## src/rtl/alu_dec_stage.sv

```systemverilog
// RV32I integer decode stage: one registered skid-free entry that turns an
// OP / OP-IMM / LUI / AUIPC instruction into ALU operands and control.
module alu_dec_stage #(
  parameter int DATA_W   = 32,
  parameter int ALU_OP_W = 3,
  parameter int CNT_W    = 16
) (
  input  logic                clk,
  input  logic                rst_n,
  input  logic                in_valid,
  output logic                in_ready,
  input  logic [31:0]         instr,
  input  logic [DATA_W-1:0]   pc,
  input  logic [DATA_W-1:0]   rs1_val,
  input  logic [DATA_W-1:0]   rs2_val,
  input  logic                flush,
  output logic                out_valid,
  input  logic                out_ready,
  output logic [DATA_W-1:0]   out_src_a,
  output logic [DATA_W-1:0]   out_src_b,
  output logic [ALU_OP_W-1:0] out_op,
  output logic                out_alt,
  output logic [4:0]          out_rd,
  output logic                out_we,
  output logic                out_illegal,
  output logic [CNT_W-1:0]    dec_cnt
);

  localparam logic [6:0] OPC_OP    = 7'b0110011;
  localparam logic [6:0] OPC_OPIMM = 7'b0010011;
  localparam logic [6:0] OPC_LUI   = 7'b0110111;
  localparam logic [6:0] OPC_AUIPC = 7'b0010111;
  localparam logic [6:0] F7_BASE   = 7'b0000000;
  localparam logic [6:0] F7_ALT    = 7'b0100000;

  logic [6:0]          opcode_s;
  logic [2:0]          funct3_s;
  logic [6:0]          funct7_s;
  logic [4:0]          rd_s;
  logic [DATA_W-1:0]   imm_i_s;
  logic [DATA_W-1:0]   imm_u_s;
  logic                accept_s;

  logic [DATA_W-1:0]   src_a_s;
  logic [DATA_W-1:0]   src_b_s;
  logic [2:0]          op_s;
  logic                alt_s;
  logic                illegal_s;
  logic                we_s;

  logic                valid_r;
  logic [DATA_W-1:0]   src_a_r;
  logic [DATA_W-1:0]   src_b_r;
  logic [ALU_OP_W-1:0] op_r;
  logic                alt_r;
  logic [4:0]          rd_r;
  logic                we_r;
  logic                illegal_r;
  logic [CNT_W-1:0]    cnt_r;

  assign opcode_s = instr[6:0];
  assign funct3_s = instr[14:12];
  assign funct7_s = instr[31:25];
  assign rd_s     = instr[11:7];
  assign imm_i_s  = DATA_W'($signed(instr[31:20]));
  assign imm_u_s  = DATA_W'($signed({instr[31:12], 12'b0000_0000_0000}));

  // Flush blocks acceptance so a killed cycle never loads or counts.
  assign in_ready = !flush && (!valid_r || out_ready);
  assign accept_s = in_valid && in_ready;

  // Combinational instruction decode into ALU operands and control.
  always_comb begin
    src_a_s   = {DATA_W{1'b0}};
    src_b_s   = {DATA_W{1'b0}};
    op_s      = 3'b000;
    alt_s     = 1'b0;
    illegal_s = 1'b0;
    case (opcode_s)
      OPC_OP: begin
        src_a_s = rs1_val;
        src_b_s = rs2_val;
        op_s    = funct3_s;
        alt_s   = instr[30];
        if (funct7_s == F7_BASE) begin
          illegal_s = 1'b0;
        end else if (funct7_s == F7_ALT) begin
          illegal_s = !((funct3_s == 3'b000) || (funct3_s == 3'b101));
        end else begin
          illegal_s = 1'b1;
        end
      end
      OPC_OPIMM: begin
        src_a_s = rs1_val;
        src_b_s = imm_i_s;
        op_s    = funct3_s;
        alt_s   = (funct3_s == 3'b101) ? instr[30] : 1'b0;
        case (funct3_s)
          3'b001:  illegal_s = (funct7_s != F7_BASE);
          3'b101:  illegal_s = !((funct7_s == F7_BASE) || (funct7_s == F7_ALT));
          default: illegal_s = 1'b0;
        endcase
      end
      OPC_LUI: begin
        src_b_s = imm_u_s;
      end
      OPC_AUIPC: begin
        src_a_s = pc;
        src_b_s = imm_u_s;
      end
      default: begin
        illegal_s = 1'b1;
      end
    endcase
    we_s = !illegal_s && (rd_s != 5'd0);
  end

  // Output entry valid flag: flush wins, then a new accept, then consumption.
  always_ff @(posedge clk or negedge rst_n) begin
    if (!rst_n) begin
      valid_r <= 1'b0;
    end else if (flush) begin
      valid_r <= 1'b0;
    end else if (accept_s) begin
      valid_r <= 1'b1;
    end else if (out_ready) begin
      valid_r <= 1'b0;
    end
  end

  // Entry payload loads only on accept, so it stays frozen while stalled.
  always_ff @(posedge clk or negedge rst_n) begin
    if (!rst_n) begin
      src_a_r   <= {DATA_W{1'b0}};
      src_b_r   <= {DATA_W{1'b0}};
      op_r      <= {ALU_OP_W{1'b0}};
      alt_r     <= 1'b0;
      rd_r      <= 5'd0;
      we_r      <= 1'b0;
      illegal_r <= 1'b0;
    end else if (accept_s) begin
      src_a_r   <= src_a_s;
      src_b_r   <= src_b_s;
      op_r      <= ALU_OP_W'(op_s);
      alt_r     <= alt_s;
      rd_r      <= rd_s;
      we_r      <= we_s;
      illegal_r <= illegal_s;
    end
  end

  // Accepted-instruction counter, wrapping naturally at its width.
  always_ff @(posedge clk or negedge rst_n) begin
    if (!rst_n) begin
      cnt_r <= {CNT_W{1'b0}};
    end else if (accept_s) begin
      cnt_r <= cnt_r + CNT_W'(1);
    end
  end

  assign out_valid   = valid_r;
  assign out_src_a   = src_a_r;
  assign out_src_b   = src_b_r;
  assign out_op      = op_r;
  assign out_alt     = alt_r;
  assign out_rd      = rd_r;
  assign out_we      = we_r;
  assign out_illegal = illegal_r;
  assign dec_cnt     = cnt_r;

endmodule

```

## config.mk

```make
export PLATFORM = sky130hd
export DESIGN_NAME = alu_dec_stage
export DESIGN_NICKNAME = d
export VERILOG_FILES = /design/src/rtl/alu_dec_stage.sv
export SDC_FILE = /design/constraint.sdc
export NUM_CORES = 1
export LEC_CHECK = 0
export CAP_MARGIN = 20
export CORE_AREA = 2 2 108 110
export CTS_CLUSTER_DIAMETER = 150
export DETAILED_ROUTE_END_ITERATION = 8
export DIE_AREA = 0 0 110 112
export PLACE_DENSITY_LB_ADDON = 0.3
export SKIP_CTS_REPAIR_TIMING = 1
export SLEW_MARGIN = 20
export SYNTH_ARGS = -nofsm -noshare
export SYNTH_HDL_FRONTEND = slang
export SYNTH_SLANG_ARGS = --single-unit
```

## constraint.sdc

```tcl
create_clock -name clk -period 2 [get_ports clk]
set_input_delay 0.2 -clock clk [delete_from_list [all_inputs] [get_ports clk]]
set_output_delay 0.2 -clock clk [all_outputs]
set_load 0.05 [all_outputs]
```

Figure 1. Ports around the boundary (run 1).
Pins as bars across the die edge, other pins in grey.
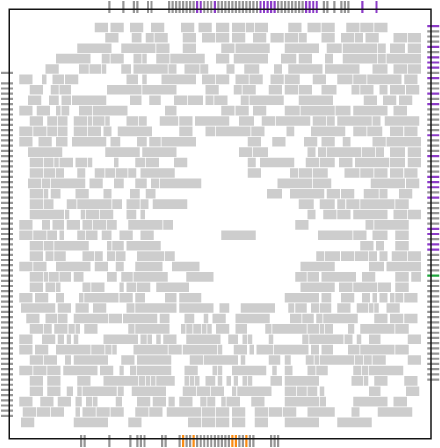
- `out_src_a`: purple (pins 32; direction output; edge 18 east, 14 north)
- `in_valid`: green (pins 1; direction input; edge east)
- `out_rd`: orange (pins 5; direction output; edge south)
buffers added on ports: 225
floorplan die height: 112 microns
horizontal die dimension: 110 microns

Figure 2. Cell classes on the final placement (run 1).
Fill, decap, tap and diode cells in grey.
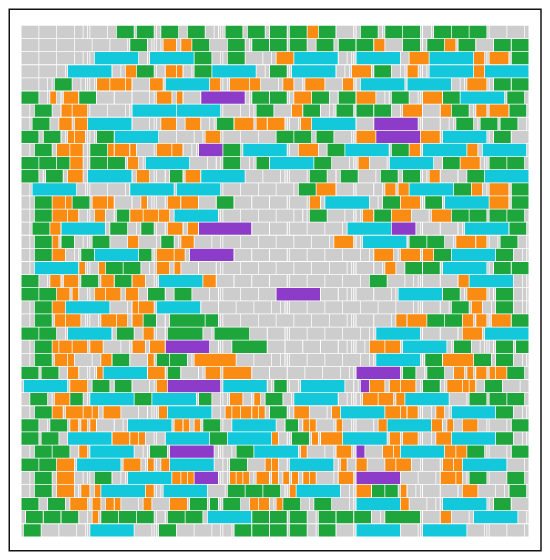
- remaining logic cells: orange (cells 275)
- remaining buffers and delay cells: green (cells 250)
- clock drivers and dummy loads: purple (cells 16)
- sequential cells: cyan (cells 92)

Figure 3. Clock wires, drivers and flops (run 1).
Scale bar: 20 microns.
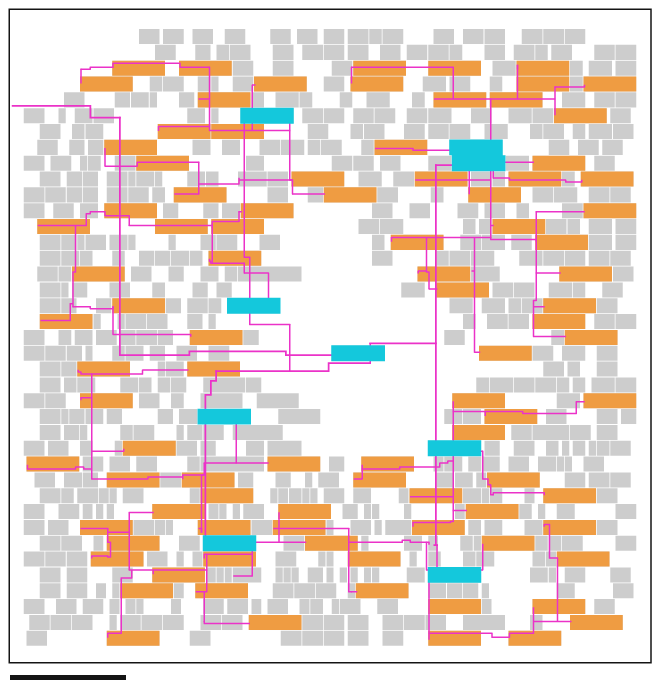
- flip-flops: orange (count 92)
- clock wires: magenta (length 1270 microns)
- clock-net drivers: cyan (count 9)
- flops lie: all over the die
power in the clock group: 1920 uW
clock share of power: 37.3%
Worst Clk Skew: 0.00584 ns
clock latency at the later pin of the worst-skew pair: 0.34 ns

==> run summary, run 1 <==
State of the implementation.

- The run finished with clean final reports.
- met2 is the most crowded layer.
- Endpoints failing hold in the final report were tallied at 0.
- Walking the worst path, the cells encountered are clkdlybuf4s50_1.
- The overall die size recorded for this design is 12300 sq um.
- The final total negative setup slack is 0 ns, for reference.
- The dominant kind of cell is non-clock buffers, for reference.
- In this build the clock could be raised as far as 534 MHz.
- The number of clock buffers in the layout is 12, for reference.
- The CTS root buffer is sky130_fd_sc_hd__clkbuf_16, for reference.
- The number of sequential cells reported for the layout is 92.
- IR analysis of the VDD net gives a maximum drop of 0.511 mV.
- The number of filler instances in the final layout is 877, for reference.
- The number of buffers added by the clock tree synthesis step is 9, for reference.
- The STA report counts the stages on the worst setup path as 1.
- The share of post-route cells with drive strength above 1 is 11.8%, for reference.
- The total nets after synthesis is 533, for reference.
- Registers take 2300 sq um.
- In the CTS report, the clock slew at the register clock pins of the worst setup and hold paths is listed as 0.06 ns.
- The worst reg2reg path startpoint is out_valid, for reference.
- The buffer count excluding the clock tree in the final layout is 250, for reference.
- Counting every instance in the synthesized netlist gives 399.
- Among all stages on the critical path, the maximum delay recorded is 0.85 ns.
- The max-slew headroom at the worst pin is 63.6%, for reference.
- The end of the worst register-to-register path is out_src_b[0], for reference.
- The required time of the critical path is 1.80 ns, for reference.
- For this run, design rule violations remaining after detail routing come to 0.
- The synthesized flop and latch total is 92, for reference.
- For this design, the slowest cell found on the critical path is sky130_fd_sc_hd__clkdlybuf4s50_1.
- The count of non-CTS inverters in the layout is 1, for reference.
- Counting flops with a built-in enable in the synthesized netlist gives 0.
- The most used flip-flop cell after synthesis is sky130_fd_sc_hd__dfrtp_1.
- The kind of cell adding the most delay to the critical path is buffers and inverters, for reference.
- The final layout contains 762 nets.
- OpenSTA lists the critical path endpoint as dec_cnt[5].
- The top cell type by instance count after synthesis is sky130_fd_sc_hd__dfrtp_1, for reference.
- The number of antenna violations at the first check in global routing is 0, for reference.
- The most critical setup path has its startpoint at dec_cnt[5].
- The final weighted congestion of routability-driven global placement is 0.819, for reference.
- Summed over all instances, the cell type with the most area after synthesis is sky130_fd_sc_hd__dfrtp_1.
- After synthesis, the cell types taking the most area are sky130_fd_sc_hd__dfrtp_1 (53%), sky130_fd_sc_hd__a221o_2 (7.5%), sky130_fd_sc_hd__nand2_1 (4.9%).
- The combinational fraction of the cell area is 26.5%, for reference.
- The and-or/or-and share of the synthesized area is 18.7%, for reference.
- The post-synthesis cell count from yosys is 399, for reference.
- The slew at the pin with the worst max-slew slack is 0.544 ns, for reference.
- The final route contains 4184 vias.
- For reference, the post-synthesis area per instance comes to 11.0 sq um.
- The count of final setup violators is 0, for reference.
- After floorplanning, the core was sized to cover 11200 sq um.
- The area fraction in and, or, nand and nor cells after synthesis is 18.8%, for reference.
- The detailed placement HPWL is 10600 microns, for reference.
- The first-pass detailed-route iteration total is 5, for reference.
- The dominant kind of combinational cell is simple AND/OR/NAND/NOR gates, for reference.
- The slack of the worst reg-to-reg path is 0.30 ns, for reference.
- On met1, the global router reports a usage of 28.6%.
- The number of OpenROAD warnings is 26, for reference.
- The count of clock tree sinks is 92, for reference.
- The share of flip-flops with an asynchronous set or reset after synthesis is 100%, for reference.
- Per the run summary, max-cap violations total 0.
- After synthesis, the netlist uses 45 different library cells.
- Dividing the detail-routed wire length by the instance count gives 18.6 microns.
- Yosys reports the multiplexer fraction of the synthesized area as 2.74%.
- The number of buffers and inverters on the critical path is 1, for reference.
- The fraction of the mapped netlist area in adder cells is 0.286%, for reference.
- Per the layout area report, the sequential fraction of cell area is 31.8%.
- The share of synthesized area in the top cell type comes to 52.6%.
- The chip area in the Yosys report is 4380 sq um, for reference.
- The multi-input gate count is 274, for reference.
- The area added between synthesis and finish is 65.3%, for reference.
- Setup repair after global routing left no endpoint under its margin.
- The worst hold path passes through 3 cells.
- The peak fanout along the critical path is 6, for reference.
- The number of global-route vias before repair is 4336, for reference.
- The aggregate routed wire length is 14500 microns, for reference.
- The cell area power density is 711 nW/um^2, for reference.
- The data arrival time at the worst-slack endpoint is 1.67 ns, for reference.
- The clock period minus worst slack is 1.87 ns, for reference.
- Global routing used 39.5% of the available met2 tracks.
- The pin count of the biggest net entering global routing is 42, for reference.
- The endpoint with the worst hold slack is out_src_b[25], for reference.
- The deepest level of the CTS H-tree is 3, for reference.
- The xor-xnor portion of the synthesized cell area is 3.20%, for reference.
- The repair_antennas step left the layout with diodes totalling 0.
- The worst setup slack before clock tree synthesis is -0.139 ns, for reference.
- The synthesis run shows the most used standard cells to be sky130_fd_sc_hd__dfrtp_1 (92), sky130_fd_sc_hd__nand2_1 (57), sky130_fd_sc_hd__a221o_2 (29), sky130_fd_sc_hd__nor2b_1 (23), sky130_fd_sc_hd__clkbuf_1 (22).
- For this design the top-level I/O count stands at 226.
- The total track usage is 23.7%, for reference.
- The hold path startpoint is instr[5], for reference.
- Detailed-route iteration 0 reported a violation count of 194.
- The worst hold path class is primary input to flip-flop, for reference.
- The number of vias per cell after detailed routing is 5.39, for reference.
- Tap insertion was completed with 143 tapcells.
- The layout report lists the clock-cell share of area as 4.65%.
- Ranking logic cells in the layout by count gives the top entries sky130_fd_sc_hd__clkdlybuf4s50_1 (222), sky130_fd_sc_hd__dfrtp_1 (92), sky130_fd_sc_hd__nand2_1 (57).
- The number of max-slew violations in the final report is 0, for reference.
- The non-clock buffer share of cell area is 34.5%, for reference.
- The worst setup path is launched from a flip-flop.
- The leakage power of the design is 0.00308 uW, for reference.
- The clock tree from TritonCTS is done, for reference.
- The area used by multi-input combinational logic is 1920 sq um, for reference.
- The number of cells on the worst reg-to-reg path is 4.
- The warning tally printed by Yosys for this design is 0.
- The initial utilization of the core area, before any placement, comes to 39.2%.
- For reference, the placement row count at floorplan is 39.
- The longest clock path from root to sink contains 2 buffers.
- Global routing finished with a remaining overflow of 0.
- The critical path is of the flip-flop to output port type.
- The worst hold slack after final layout is 0.400 ns, for reference.
- Sequential elements use 52.6% of the synthesized area.
- The most common cell after layout, fill and taps aside is sky130_fd_sc_hd__clkdlybuf4s50_1, for reference.
- The post-synth design cell area is 4380 sq um, for reference.
- The post-layout worst setup margin is 0.129 ns, for reference.
- The worst setup path is captured at an output port.
- The first global-routing pass estimated 22600 microns of wire.
- The final worst-path cycle share is 93.6%, for reference.
- In the global route stage, met3 resource usage came out at 6.91%.
- In this run the remaining antenna-violating nets after routing total 0.
run 1: through the flow:
stage / util, % / instance area, sq um / total power (uW) / instances
detailed placement: 61.7 / 6890 / 3270 / 759
global placement: 61.7 / 6890 / 3250 / 759
CTS: 64.7 / 7230 / 5190 / 775
floorplan: - / 4380 / 2640 / 399
global route: 64.8 / 7240 / 5330 / 776
finish: 64.8 / 7240 / 5150 / 776
run 1: where the power goes:
part	switching [uW]	total, uW	internal (uW)
Sequential	103	2060	1950
Clock	726	1920	1190
Combinational	649	1170	522
run 1: routing by layer:
layer | up-vias | share of wire, %
met4 | 0 | 2.3
met5 | - | 0
met2 | 177 | 48
li1 | 1930 | -
met1 | 2056 | 40
met3 | 21 | 9.2
==> run 2, diff against run 1 <==
Settings changed: ABC_CLOCK_PERIOD_IN_PS set to 2000, SLEW_MARGIN 20 to not set.
Figure 4. Placed standard cells (run 2).
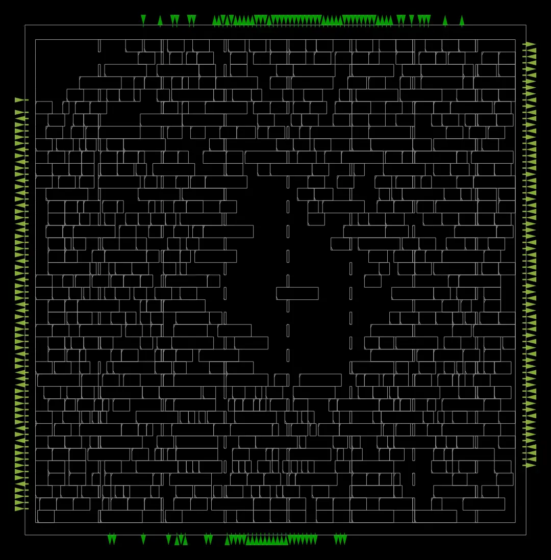
count of sequential standard cells: 92
Fillers: 877
Taps Inserted: 143
share of the final layout cell area in sequential cells: 31.8%

Figure 5. Cell classes on the final placement (run 2).
Fill, decap, tap and diode cells in grey.
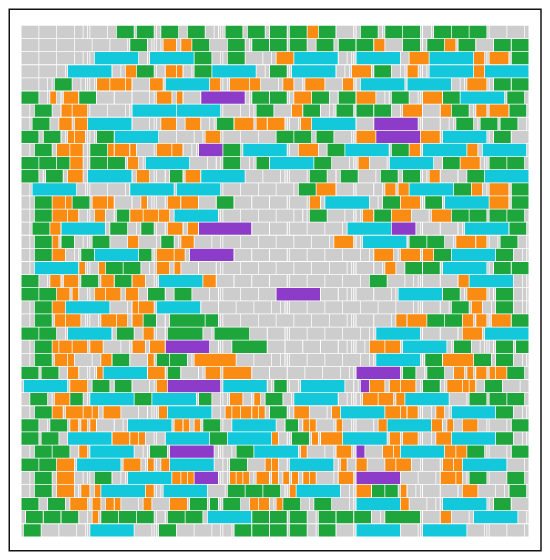
final core utilization: 64.8%
std cell rows: 39
core footprint: 11200 sq um

==> run 2 against run 1 <==
Net effect: utilization did not move; clock power is essentially flat; register-to-register slack is essentially flat; critical path type unchanged; cell count is the same; critical endpoint unchanged; synthesized cell count unchanged; non-clock buffer count did not move; sequential power barely moved.
==> run summary, run 2 <==
State of the implementation.

- The total track usage is 23.7% (unchanged), for reference.
- The category of the most critical setup path is flip-flop to output port, for reference.
- The violation count after the first detailed-route iteration is 194 (unchanged), for reference.
- The dominant kind of combinational cell is simple AND/OR/NAND/NOR gates, for reference.
- The aggregate routed wire length came to 14500 microns (unchanged).
- The multiplexer fraction of the synthesized cell area is 2.74% (unchanged), for reference.
- The number of antenna violations at the first check in global routing is 0 (unchanged), for reference.
- The worst reg2reg path startpoint is out_valid, for reference.
- The post-synthesis cell count from yosys is 399 (unchanged), for reference.
- The max-capacitance violation count came to 0 (unchanged).
- The area used by sequential logic in the layout is 2300 sq um (unchanged), for reference.
- In the hold report, the worst path ends at out_src_b[25].
- The pin count of the biggest net entering global routing is 42 (unchanged), for reference.
- The fraction of the mapped netlist area in adder cells came to 0.286% (unchanged).
- The maximum buffer depth of the clock tree was 2 (unchanged).
- The longest individual stage delay on the worst path is 0.85 ns (about the same), for reference.
- The cell count along the critical path is 1 (unchanged), for reference.
- The vias after detailed routing is 4184 (unchanged).
- The peak clock frequency supported by timing is 534 MHz (unchanged).
- The post-layout worst setup margin was 0.129 ns (unchanged).
- The most common cell after layout, fill and taps aside is sky130_fd_sc_hd__clkdlybuf4s50_1, for reference.
- The share of flip-flops with an asynchronous set or reset after synthesis is 100% (unchanged), for reference.
- The number of nets at the end of the flow is 762 (unchanged).
- The hold path startpoint is instr[5], for reference.
- The slew at the pin with the worst max-slew slack is 0.544 ns (unchanged), for reference.
- The mean post-synth cell area was 11.0 sq um (unchanged).
- The max-slew headroom at the worst pin was 63.6% (unchanged).
- The flow ran to the end, and the final reports show no timing, DRC or antenna violations.
- The length in cells of the worst reg-to-reg path is 4 (unchanged), for reference.
- The total nets after synthesis was 533 (unchanged).
- The area fraction in and, or, nand and nor cells after synthesis was 18.8% (unchanged).
- The final hold violation count is 0 (unchanged), for reference.
- The total met2 wirelength after detailed routing is 6990 microns (unchanged), for reference.
- Yosys attributes the largest share of cell area to sky130_fd_sc_hd__dfrtp_1 (53%), sky130_fd_sc_hd__a221o_2 (7.5%), sky130_fd_sc_hd__nand2_1 (4.9%).
- The unique cell type count in the Yosys netlist is 45 (unchanged), for reference.
- Per the cell usage report, the commonest logic cells after layout are sky130_fd_sc_hd__clkdlybuf4s50_1 (222), sky130_fd_sc_hd__dfrtp_1 (92), sky130_fd_sc_hd__nand2_1 (57).
- The width of the chip is 110 microns (unchanged), for reference.
- The chip area in the Yosys report is 4380 sq um (unchanged), for reference.
- The insertion delay of the later-clocked pin in the worst-skew pair is 0.34 ns (about the same), for reference.
- The antenna cell count is 0 (unchanged), for reference.
- The met2 track demand over resource in global routing came to 39.5% (unchanged).
- The area added between synthesis and finish came to 65.3% (unchanged).
- For this design, the slowest cell found on the critical path is sky130_fd_sc_hd__clkdlybuf4s50_1.
- The final non-filler cell area is 7240 sq um (unchanged), for reference.
- The global-route wire length before repair is 22600 microns (unchanged), for reference.
- The final worst-path cycle share is 93.6% (unchanged).
- The launch point of the worst path is dec_cnt[5], for reference.
- The final weighted congestion of routability-driven global placement is 0.819 (unchanged), for reference.
- The clock period minus worst slack is 1.87 ns (unchanged), for reference.
- The detailed placement HPWL is 10600 microns (unchanged), for reference.
- The leakage power of the design is 0.00308 uW (unchanged), for reference.
- The top cell type by instance count after synthesis is sky130_fd_sc_hd__dfrtp_1, for reference.
- Per STA, the worst path is made up of clkdlybuf4s50_1.
- The met1 wire length was 5800 microns (unchanged).
- The number of instances in the placed design is 759 (unchanged), for reference.
- The count of non-filler cells in the finished layout was 776 (unchanged).
- The chip footprint is 12300 sq um (unchanged), for reference.
- The first-pass detailed-route iteration total is 5 (unchanged).
- The met1 capacity usage during global routing is 28.6% (unchanged).
- The deepest level of the CTS H-tree is 3 (unchanged), for reference.
- The number of buffers added by the clock tree synthesis step is 9 (unchanged), for reference.
- The clock-pin slew on the worst setup and hold paths came to 0.06 ns (about the same).
- The number of antenna-violating nets in the routed design is 0 (unchanged), for reference.
- The number of cells traversed by the worst hold path was 3 (unchanged).
- The xor-xnor portion of the synthesized cell area is 3.20% (unchanged).
- The remaining design rule violation count was 0 (unchanged).
- The height of the die is 112 microns (unchanged), for reference.
- The total power draw is 5150 uW (unchanged).
- The Yosys warning count is 0 (unchanged), for reference.
- The synthesis run shows the most used standard cells to be sky130_fd_sc_hd__dfrtp_1 (92), sky130_fd_sc_hd__nand2_1 (57), sky130_fd_sc_hd__a221o_2 (29), sky130_fd_sc_hd__nor2b_1 (23), sky130_fd_sc_hd__clkbuf_1 (22).
- The and-or/or-and share of the synthesized area is 18.7% (unchanged).
- The synthesized flop and latch total is 92 (unchanged), for reference.
- met2 is the most crowded layer.
- STA classifies the critical path startpoint as a flip-flop.
- The number of OpenROAD warnings is 26 (unchanged), for reference.
- The met3 usage is 6.91% (unchanged), for reference.
- The total grt overflow was 0 (unchanged).
- The post-synth tally of flip-flops with integrated enable came to 0 (unchanged).
- The cell area power density is 711 nW/um^2 (unchanged), for reference.
- The final total negative setup slack is 0 ns (unchanged), for reference.
- The post-synthesis cell count is 399 (unchanged).
- Sorting the Yosys area breakdown by cell type puts at the top sky130_fd_sc_hd__dfrtp_1.
- The amount of wire on met3 after detailed routing came to 1330 microns (unchanged).
- The wire length per cell after detailed routing is 18.6 microns (unchanged), for reference.
- The CTS root buffer is sky130_fd_sc_hd__clkbuf_16, for reference.
- The count of boundary I/O pins was 226 (unchanged).
- The initial core utilization is 39.2% (unchanged), for reference.
- The count of clock tree sinks came to 92 (unchanged).
- The clock tree from TritonCTS is done, for reference.
- The post-synth design cell area is 4380 sq um (unchanged).
- The required time of the critical path is 1.80 ns (about the same), for reference.
- In the synthesized netlist the dominant register cell turns out to be sky130_fd_sc_hd__dfrtp_1.
- The proportion of synthesized chip area in sequential cells is 52.6% (unchanged), for reference.
- In this run the critical register-to-register path is captured at out_src_b[0].
- The kind of cell adding the most delay to the critical path is buffers and inverters, for reference.
- Per STA, the endpoint of the critical path is dec_cnt[5].
- The top cell type's share of synthesized area was 52.6% (unchanged).
- The number of max-slew violations in the final report came to 0 (unchanged).
- The worst hold path belongs to the class primary input to flip-flop.
- The number of buffers and inverters on the critical path is 1 (unchanged), for reference.
- The slack of the worst reg-to-reg path came to 0.30 ns (about the same).
- The area used by multi-input combinational logic was 1920 sq um (unchanged).
- The data arrival time at the worst-slack endpoint is 1.67 ns (about the same), for reference.
- The count of final setup violators came to 0 (unchanged).
- The endpoint class of the critical path is an output port, for reference.
- The peak fanout along the critical path is 6 (unchanged), for reference.
- The post-place instance area is 6890 sq um (unchanged).
- The worst hold slack after final layout is 0.400 ns (unchanged), for reference.
- The maximum clock skew at final layout is 0.00584 ns (unchanged), for reference.
==> run 2: cell counts in the layout (fill, tap and decap cells not counted) <==
No cell type changed its count.
==> run 2: where the power goes <==
| part | switching, uW | internal (uW) | total [uW] |
|---|---|---|---|
| Sequential | 103 | 1950 | 2060 |
| Combinational | 649 | 522 | 1170 |
| Clock | 726 | 1190 | 1920 |
==> run 2: layout make-up <==
| class | count | area share [%] |
|---|---|---|
| Timing Repair Buffer | 250 | 34.5 |
| Sequential cell | 92 | 31.8 |
| Multi-Input combinational cell | 274 | 26.5 |
| Clock buffer | 12 | 3.68 |
| Tap cell | 143 | 2.47 |
| Clock inverter | 4 | 0.968 |
| Inverter | 1 | 0.0519 |
Figure 6. Clock wires, drivers and flops (run 2).
Scale bar: 20 microns.
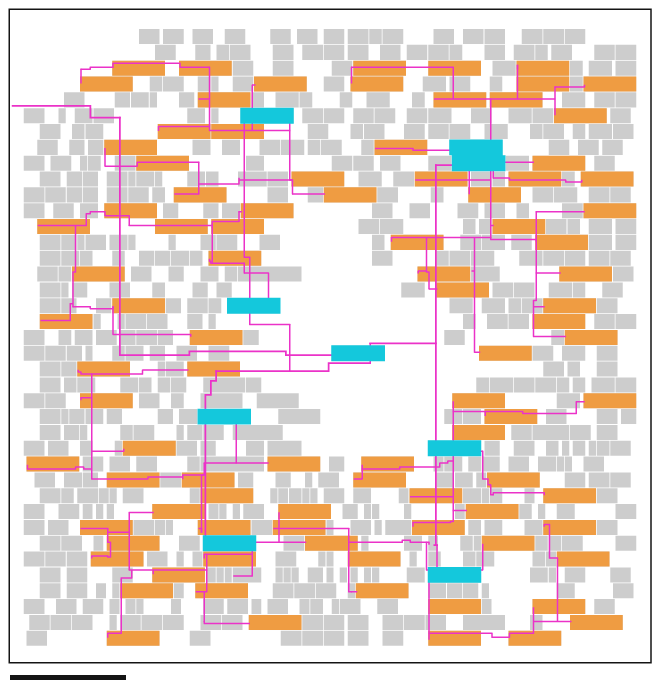

==> run 3, diff against run 2 <==
Settings changed: SETUP_SLACK_MARGIN set to 0.2.
Figure 7. Clock wires, drivers and flops (run 3).
Scale bar: 20 microns.
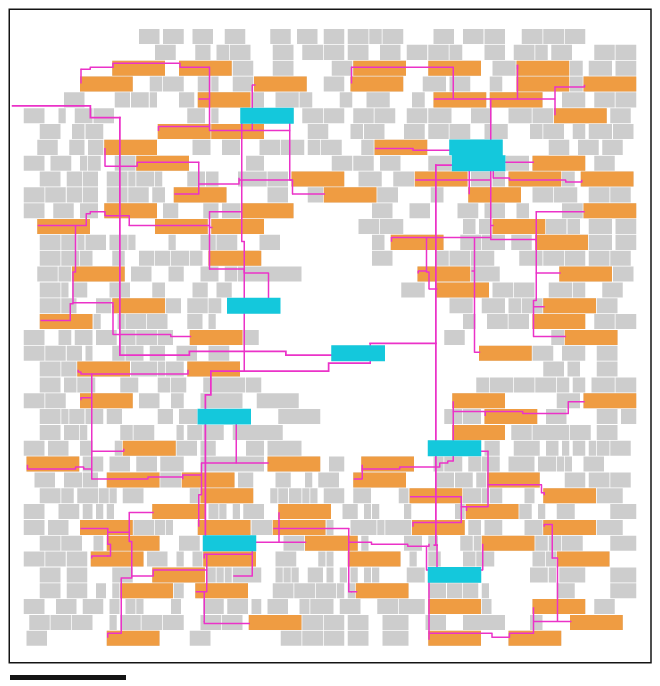
- clock-net drivers: cyan (count 9)
- flip-flops: orange (count 92)
- clock wires: magenta (length 1260 microns)
- flops lie: all over the die
- routed clock nets: 10
clock share of power: 37.4%
Worst Clk Skew: 0.00460 ns

Figure 8. Routed metal, one colour a layer (run 3).
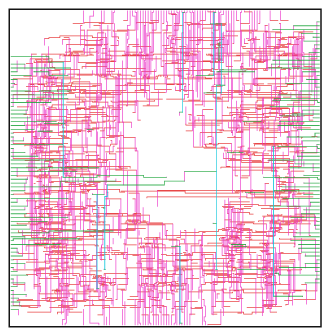
- M4: cyan (wire length 333 microns)
- M3: green (wire length 1360 microns)
- M1: red (wire length 5820 microns)
- M2: magenta (wire length 6980 microns)
total global routing track utilization: 23.7%
DR WL/cell: 18.7 microns
total via count after detailed routing: 4203
Total Routed Length: 14500 microns

==> run 3 against run 2 <==
Net effect: via count rose by 0.45%; die area did not move; sequential cell count did not move; setup slack improved by 0.10 ns; critical path depth did not move; sequential share of layout area fell by 0.21 points; critical path type unchanged; critical endpoint is now dec_cnt[4]; largest cell class unchanged; largest power group unchanged; highest routed layer unchanged.
==> run summary, run 3 <==
State of the implementation.

- The run finished with clean final reports.
- The count of non-filler cells in the finished layout is 776 (unchanged).
- The count of boundary I/O pins came to 226 (unchanged).
- The global-route wire length before repair is 22600 microns (unchanged), for reference.
- The clock-pin slew on the worst setup and hold paths was 0.06 ns (about the same).
- The total power draw is 5150 uW (about the same), for reference.
- The multiplexer fraction of the synthesized cell area is 2.74% (unchanged), for reference.
- The insertion delay of the later-clocked pin in the worst-skew pair is 0.34 ns (about the same).
- The number of OpenROAD warnings is 26 (unchanged), for reference.
- The post-synthesis cell count is 399 (unchanged), for reference.
- The detailed placement HPWL is 10600 microns (unchanged), for reference.
- The post-synth design cell area was 4380 sq um (unchanged).
- The design internal power came to 3670 uW (-0.11%).
- The longest individual stage delay on the worst path came to 0.83 ns (-0.02 ns).
- The final weighted congestion of routability-driven global placement is 0.819 (unchanged), for reference.
- The area used by multi-input combinational logic is 1940 sq um (+0.85%), for reference.
- The combinational fraction of the cell area is 26.6% (+0.046 points), for reference.
- The max-slew headroom at the worst pin was 63.5% (-0.19 points).
- The top contributor to total power is sequential cells, for reference.
- The height of the die is 112 microns (unchanged), for reference.
- In the setup report, the worst path falls into the class flip-flop to output port.
- The share of flip-flops with an asynchronous set or reset after synthesis came to 100% (unchanged).
- The mean post-synth cell area is 11.0 sq um (unchanged).
- The data arrival time at the worst-slack endpoint is 1.57 ns (-0.10 ns).
- The chip area in the Yosys report is 4380 sq um (unchanged), for reference.
- The final total negative setup slack is 0 ns (unchanged), for reference.
- The power in sequential cells came to 2050 uW (about the same).
- The area of the placeable core is 11200 sq um (unchanged), for reference.
- The area added between synthesis and finish is 66.4%, for reference.
- The initial core utilization came to 39.2% (unchanged).
- The slew at the pin with the worst max-slew slack is 0.546 ns (+0.00283 ns).
- The width of the chip came to 110 microns (unchanged).
- The synthesized flop and latch total is 92 (unchanged).
- The number of antenna violations at the first check in global routing is 0 (unchanged), for reference.
- The peak clock frequency supported by timing is 565 MHz (+5.8%), for reference.
- The buffer count excluding the clock tree in the final layout is 250 (unchanged).
- The post-synthesis cell count from yosys was 399 (unchanged).
- Yosys attributes the largest share of cell area to sky130_fd_sc_hd__dfrtp_1 (53%), sky130_fd_sc_hd__a221o_2 (7.5%), sky130_fd_sc_hd__nand2_1 (4.9%).
- For the worst reg-to-reg path, the startpoint reported by OpenROAD is out_valid.
- The fraction of the mapped netlist area in adder cells is 0.286% (unchanged), for reference.
- The tap cell count was 143 (unchanged).
- TritonCTS built the clock tree.
- The proportion of synthesized chip area in sequential cells was 52.6% (unchanged).
- The required time of the critical path is 1.80 ns (about the same), for reference.
- Broken down by cell family, the worst path's largest delay share belongs to buffers and inverters.
- The number of flip-flops and latches is 92 (unchanged).
- The top cell type's share of synthesized area is 52.6% (unchanged), for reference.
- The max-capacitance violation count is 0 (unchanged), for reference.
- The pin count of the biggest net entering global routing was 42 (unchanged).
- The total grt overflow is 0 (unchanged), for reference.
- The and-or/or-and share of the synthesized area is 18.7% (unchanged).
- For the worst min-delay path, the startpoint reported by OpenROAD is instr[5].
- The number of clock buffers in the layout is 12 (unchanged), for reference.
- The combinational group power came to 1170 uW (about the same).
- The count of final setup violators is 0 (unchanged).
- The deepest level of the CTS H-tree is 3 (unchanged), for reference.
- Per STA, the worst path is made up of clkdlybuf4s50_1.
- In the final design, more cell area goes to non-clock buffers than to any other class.
- The clock network contribution to total cell area came to 4.62% (-0.031 points).
- The final hold violation count was 0 (unchanged).
- Among all stages on the critical path, the largest delay is contributed by sky130_fd_sc_hd__clkdlybuf4s50_1.
- The xor-xnor portion of the synthesized cell area is 3.20% (unchanged), for reference.
- The endpoint class of the critical path is an output port, for reference.
- The fraction of area in registers is 31.6% (-0.21 points).
- The worst hold path class is primary input to flip-flop, for reference.
- The worst setup path is launched from a flip-flop.
- The remaining design rule violation count is 0 (unchanged).
- The leakage power of the design is 0.00326 uW (+6.1%), for reference.
- The combinational group share of total power was 22.7% (about the same).
- The slack of the worst reg-to-reg path is 0.31 ns (about the same), for reference.
- The power in the clock group was 1920 uW (about the same).
- The number of buffers added by the clock tree synthesis step came to 9 (unchanged).
- The unique cell type count in the Yosys netlist is 45 (unchanged), for reference.
- The part of the total power dissipated in sequential elements is 39.9% (about the same).
- The cell type with the highest aggregate area in the netlist is sky130_fd_sc_hd__dfrtp_1, for reference.
- The worst hold slack after final layout is 0.407 ns (+0.00664 ns).
- The top cell type by instance count after synthesis is sky130_fd_sc_hd__dfrtp_1, for reference.
- The peak fanout along the critical path is 4 (-2), for reference.
- The maximum buffer depth of the clock tree is 2 (unchanged).
- The antenna cell count is 0 (unchanged), for reference.
- The number of max-slew violations in the final report is 0 (unchanged), for reference.
- The post-layout worst setup margin came to 0.231 ns (+0.102 ns).
- The first-pass detailed-route iteration total is 4 (-1), for reference.
- Leaving out fill and tap cells, the most frequent cell in the layout is sky130_fd_sc_hd__clkdlybuf4s50_1.
- The number of antenna-violating nets in the routed design was 0 (unchanged).
- The multi-input gate count is 274 (unchanged), for reference.
[run 3: per-layer routing]
layer | up-vias | share of wire (%) | track usage (%)
li1 | 1927 | - | -
met2 | 189 | 48 | 39.5
met1 | 2066 | 40 | 28.6
met4 | 0 | 2.3 | 9.37
met3 | 21 | 9.4 | 6.91
met5 | - | 0 | 0
[run 3: worst paths after layout]
| kind | to | depth (start not counted) |
|---|---|---|
| max | dec_cnt[4] | 1 |
| min in group asynchronous | dec_cnt[4] | 2 |
| max reg2reg | out_src_a[3] | 5 |
| min | out_src_b[30] | 3 |
| min reg2reg | out_rd[1] | 2 |
| max in group asynchronous | out_src_a[11] | 3 |
[run 3: through the flow]
stage	area (sq um)	utilization, %
after floorplan	4380	-
after global placement	6890	61.7
after detailed placement	6890	61.7
after CTS	7230	64.7
after global routing	7280	65.2
final	7280	65.2
Power figures rest on the tool's default switching activity, not on a simulated workload.
